===== src/rtl/iterative_shifter.sv =====
// -----------------------------------------------------------------------------
// iterative_shifter
//
// Multi-cycle shift unit. An accepted operation is shifted by at most STEP bit
// positions per clock until the requested amount is consumed. The result is
// then published on ValueOut together with a one-cycle Done pulse.
//
// Parameters:
//   WIDTH  operand/result width (power of two, >= 8)
//   STEP   maximum bit positions shifted per clock (power of two, 1..WIDTH)
//
// Ports:
//   Clk       in   clock, rising edge
//   Reset_n   in   asynchronous active-low reset
//   Start     in   request, sampled only while Busy=0
//   Mode      in   2'b00 SLL, 2'b01 SRL, 2'b10 SRA, 2'b11 ROTR
//   ValueIn   in   operand, sampled with Start
//   ShAmt     in   shift amount, sampled with Start
//   Busy      out  high in SHIFT and DONE (decoded from the state register)
//   Done      out  one-cycle pulse, ValueOut is new
//   ValueOut  out  result register, held until the next Done
//
// Build option:
//   ITERATIVE_SHIFTER_ROTATE_EN  defined: Mode 2'b11 rotates right.
//                                undefined: Mode 2'b11 behaves as SRL.
// -----------------------------------------------------------------------------
module iterative_shifter #(
  parameter int WIDTH = 32,
  parameter int STEP  = 4
) (
  input  logic                     Clk,
  input  logic                     Reset_n,
  input  logic                     Start,
  input  logic [1:0]               Mode,
  input  logic [WIDTH-1:0]         ValueIn,
  input  logic [$clog2(WIDTH)-1:0] ShAmt,
  output logic                     Busy,
  output logic                     Done,
  output logic [WIDTH-1:0]         ValueOut
);

  localparam int AW = $clog2(WIDTH);
  // One extra bit so that STEP == WIDTH is representable.
  localparam logic [AW:0] STEP_W = (AW+1)'(STEP);

  localparam logic [1:0] MODE_SLL  = 2'b00;
  localparam logic [1:0] MODE_SRL  = 2'b01;
  localparam logic [1:0] MODE_SRA  = 2'b10;
  localparam logic [1:0] MODE_ROTR = 2'b11;

  typedef enum logic [1:0] {
    ST_IDLE  = 2'd0,
    ST_SHIFT = 2'd1,
    ST_DONE  = 2'd2
  } state_t;

  state_t           state_r;
  state_t           state_nxt_s;
  logic [WIDTH-1:0] acc_r;
  logic [AW-1:0]    rem_r;
  logic [1:0]       mode_r;
  logic             sign_r;
  logic             done_r;
  logic [WIDTH-1:0] value_out_r;

  logic [AW-1:0]    n_s;
  logic [AW-1:0]    rem_nxt_s;
  logic [WIDTH-1:0] fill_s;
  logic [WIDTH-1:0] shifted_s;
`ifdef ITERATIVE_SHIFTER_ROTATE_EN
  localparam logic [AW:0] WIDTH_W = (AW+1)'(WIDTH);
  logic [AW:0]      lamt_s;
`endif

  assign Busy     = (state_r != ST_IDLE);
  assign Done     = done_r;
  assign ValueOut = value_out_r;

  // Sub-shift amount for this cycle: min(rem, STEP).
  always_comb begin
    n_s = rem_r;
    if ({1'b0, rem_r} > STEP_W) begin
      n_s = STEP_W[AW-1:0];
    end else begin
      n_s = rem_r;
    end
    rem_nxt_s = rem_r - n_s;
  end

  // One sub-shift of the accumulator according to the latched mode.
  always_comb begin
    shifted_s = acc_r;
    // SRA fill uses the sign captured at accept, not the running accumulator MSB.
    if (sign_r) begin
      fill_s = ~({WIDTH{1'b1}} >> n_s);
    end else begin
      fill_s = {WIDTH{1'b0}};
    end
`ifdef ITERATIVE_SHIFTER_ROTATE_EN
    lamt_s = WIDTH_W - {1'b0, n_s};
`endif
    case (mode_r)
      MODE_SLL:  shifted_s = acc_r << n_s;
      MODE_SRL:  shifted_s = acc_r >> n_s;
      MODE_SRA:  shifted_s = (acc_r >> n_s) | fill_s;
`ifdef ITERATIVE_SHIFTER_ROTATE_EN
      // n_s is never zero in SHIFT, so lamt_s stays below WIDTH.
      MODE_ROTR: shifted_s = (acc_r >> n_s) | (acc_r << lamt_s);
`else
      MODE_ROTR: shifted_s = acc_r >> n_s;
`endif
      default:   shifted_s = acc_r;
    endcase
  end

  // Next-state decode.
  always_comb begin
    state_nxt_s = state_r;
    case (state_r)
      ST_IDLE: begin
        if (Start) begin
          if (ShAmt != {AW{1'b0}}) begin
            state_nxt_s = ST_SHIFT;
          end else begin
            state_nxt_s = ST_DONE;
          end
        end else begin
          state_nxt_s = ST_IDLE;
        end
      end
      ST_SHIFT: begin
        if (rem_nxt_s == {AW{1'b0}}) begin
          state_nxt_s = ST_DONE;
        end else begin
          state_nxt_s = ST_SHIFT;
        end
      end
      ST_DONE: state_nxt_s = ST_IDLE;
      default: state_nxt_s = ST_IDLE;
    endcase
  end

  // State, datapath and registered outputs.
  always_ff @(posedge Clk or negedge Reset_n) begin
    if (!Reset_n) begin
      state_r     <= ST_IDLE;
      acc_r       <= {WIDTH{1'b0}};
      rem_r       <= {AW{1'b0}};
      mode_r      <= 2'b00;
      sign_r      <= 1'b0;
      done_r      <= 1'b0;
      value_out_r <= {WIDTH{1'b0}};
    end else begin
      state_r <= state_nxt_s;
      done_r  <= 1'b0;
      case (state_r)
        ST_IDLE: begin
          if (Start) begin
            acc_r  <= ValueIn;
            rem_r  <= ShAmt;
            mode_r <= Mode;
            sign_r <= ValueIn[WIDTH-1];
            if (ShAmt == {AW{1'b0}}) begin
              value_out_r <= ValueIn;
              done_r      <= 1'b1;
            end
          end
        end
        ST_SHIFT: begin
          acc_r <= shifted_s;
          rem_r <= rem_nxt_s;
          if (rem_nxt_s == {AW{1'b0}}) begin
            value_out_r <= shifted_s;
            done_r      <= 1'b1;
          end
        end
        ST_DONE: begin
          done_r <= 1'b0;
        end
        default: begin
          done_r <= 1'b0;
        end
      endcase
    end
  end

endmodule


===== config.mk =====
export PLATFORM = sky130hd
export DESIGN_NAME = iterative_shifter
export DESIGN_NICKNAME = d
export VERILOG_FILES = /design/src/rtl/iterative_shifter.sv
export SDC_FILE = /design/constraint.sdc
export NUM_CORES = 1
export LEC_CHECK = 0
export ABC_AREA = 1
export CORE_MARGIN = 10
export CORE_UTILIZATION = 50
export DETAILED_ROUTE_END_ITERATION = 6
export MAX_ROUTING_LAYER = met4
export PLACE_DENSITY_LB_ADDON = 0.05
export SKIP_CTS_REPAIR_TIMING = 1
export SLEW_MARGIN = 15
export SYNTH_ARGS = -nofsm -noshare
export SYNTH_HDL_FRONTEND = slang
export SYNTH_SLANG_ARGS = --single-unit

===== constraint.sdc =====
create_clock -name Clk -period 3.1 [get_ports Clk]
set_clock_uncertainty 0.2 [all_clocks]
set_input_delay 0.775 -clock Clk [delete_from_list [all_inputs] [get_ports Clk]]
set_output_delay 0.775 -clock Clk [all_outputs]
set_load 0.005 [all_outputs]

### Supply network

Scale bar: 50 um. Pins as bars on the die edge.
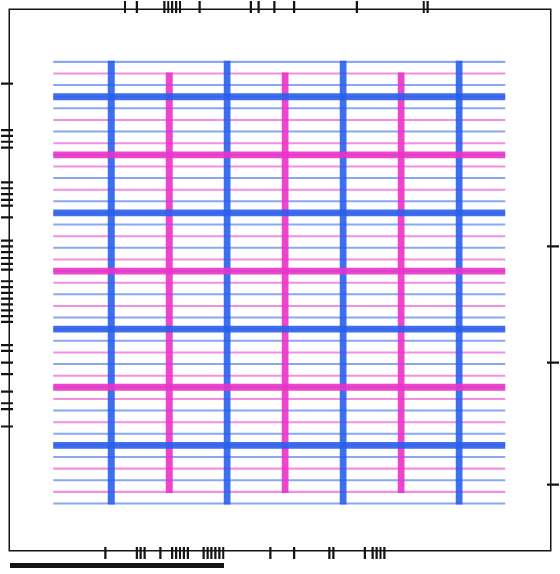
Magenta shows VDD. Blue shows VSS.
7 straps on met5. 76 signal pins sit on the boundary. 39 met1 rails follow the rows. 7 straps on met4. The core has 38 rows.
die height: 126 um
Peak VDD IR: 648 uV
die width: 126 um
CORE AREA: 10900 sq um

### Placed cells, one color a class

Scale bar: 50 um.
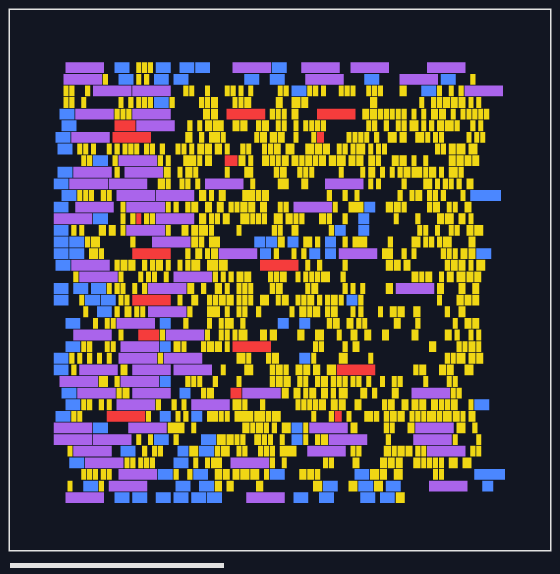
Blue shows other buffers and delay cells, cells 101, share of their area 15%. Red shows clock drivers and dummy loads, cells 16, share of their area 4.3%. Yellow shows all other logic, cells 802, share of their area 53%. Purple shows flops, cells 74, share of their area 28%.

### Clock network drawn from the DEF

Scale bar: 50 um.
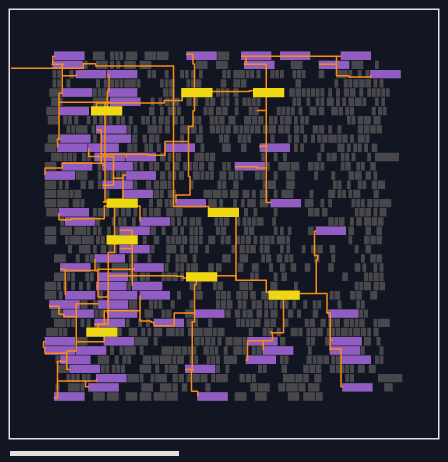
Purple shows flip-flops, count 74. Orange shows clock wires, length 1040 um. Yellow shows cells driving clock nets, count 9.
There are 10 routed clock nets.

### Metal layers overlaid

Two of the layers only.
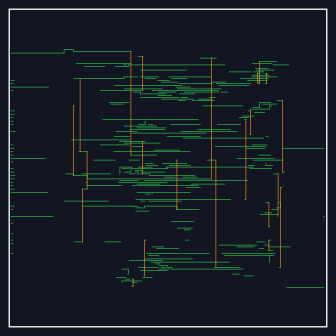
Green shows met3, wire length 2030 um. Orange shows met4, wire length 437 um.

### Cell outlines without signal wires

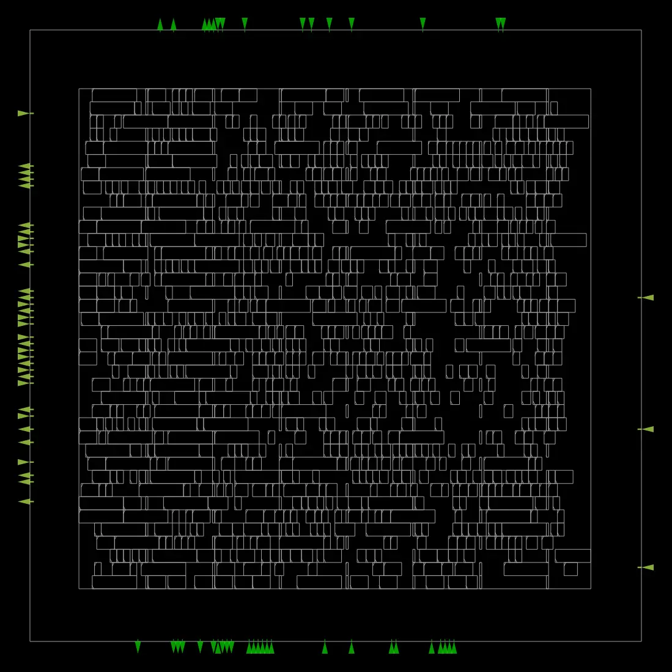
# rows: 38
fin cells: 1133

==> flow_metrics.py <==
# Generated from Yosys and OpenROAD reports
metrics = {
    "status": {
        "status": "finished clean",
    },
    "sta": {
        "fmax_mhz": 370,
        "fin_ws_ps": 400,
        "fin_crit_ps": 2700,
        "finalCritPeriodShare_pct": 87.1,
        "hold_viol_final": 0,
    },
    "drt": {
        "route.met3.wl_um": 2030,
        "drc_errors": 0,
        "wl_per_cell_um": 18.6,
    },
    "power_and_ir_drop": {
        "power_switching_mw": 4.55,
        "p_seq_share_pct": 22.0,
        "top_power_group": "combinational cells",
    },
    "synthesis": {
        "ys_chip_area_sq_um": 5660,
        "numSynthFlops": 74,
        "syn_area_sq_um": 5660,
        "yosys.area.top_type": "dfrtp_1",
        "edf_count": 0,
    },
    "floorplanning": {
        "initial_core_util_pct": 51.7,
    },
    "cells_and_area": {
        "nets": 1031,
        "nClkBuffers": 12,
        "n_antenna_cell": 0,
        "layout_top_cells": "408 x nand2_1, 151 x nand3_1, 74 x dfrtp_1, 74 x clkdlybuf4s50_1, 48 x inv_1",
    },
    "placement": {
        "hpwl_um": 14800,
        "postPlaceCellArea_sq_um": 6510,
        "place_ws_ps": 328,
        "placed_cells": 1117,
    },
    "critical_path": {
        "ff2ff_setup_slack_ps": 400,
        "path_depth": 12,
        "worstPathArrival_ps": 2770,
        "path_buffers": 3,
    },
    "job": {
        "warnings": 26,
    },
    "grt": {
        "busiest_layer": "met2",
        "grt_use_met2_pct": 38.6,
    },
    "clock_tree": {
        "clock-root-buffer": "clkbuf_16",
    },
}
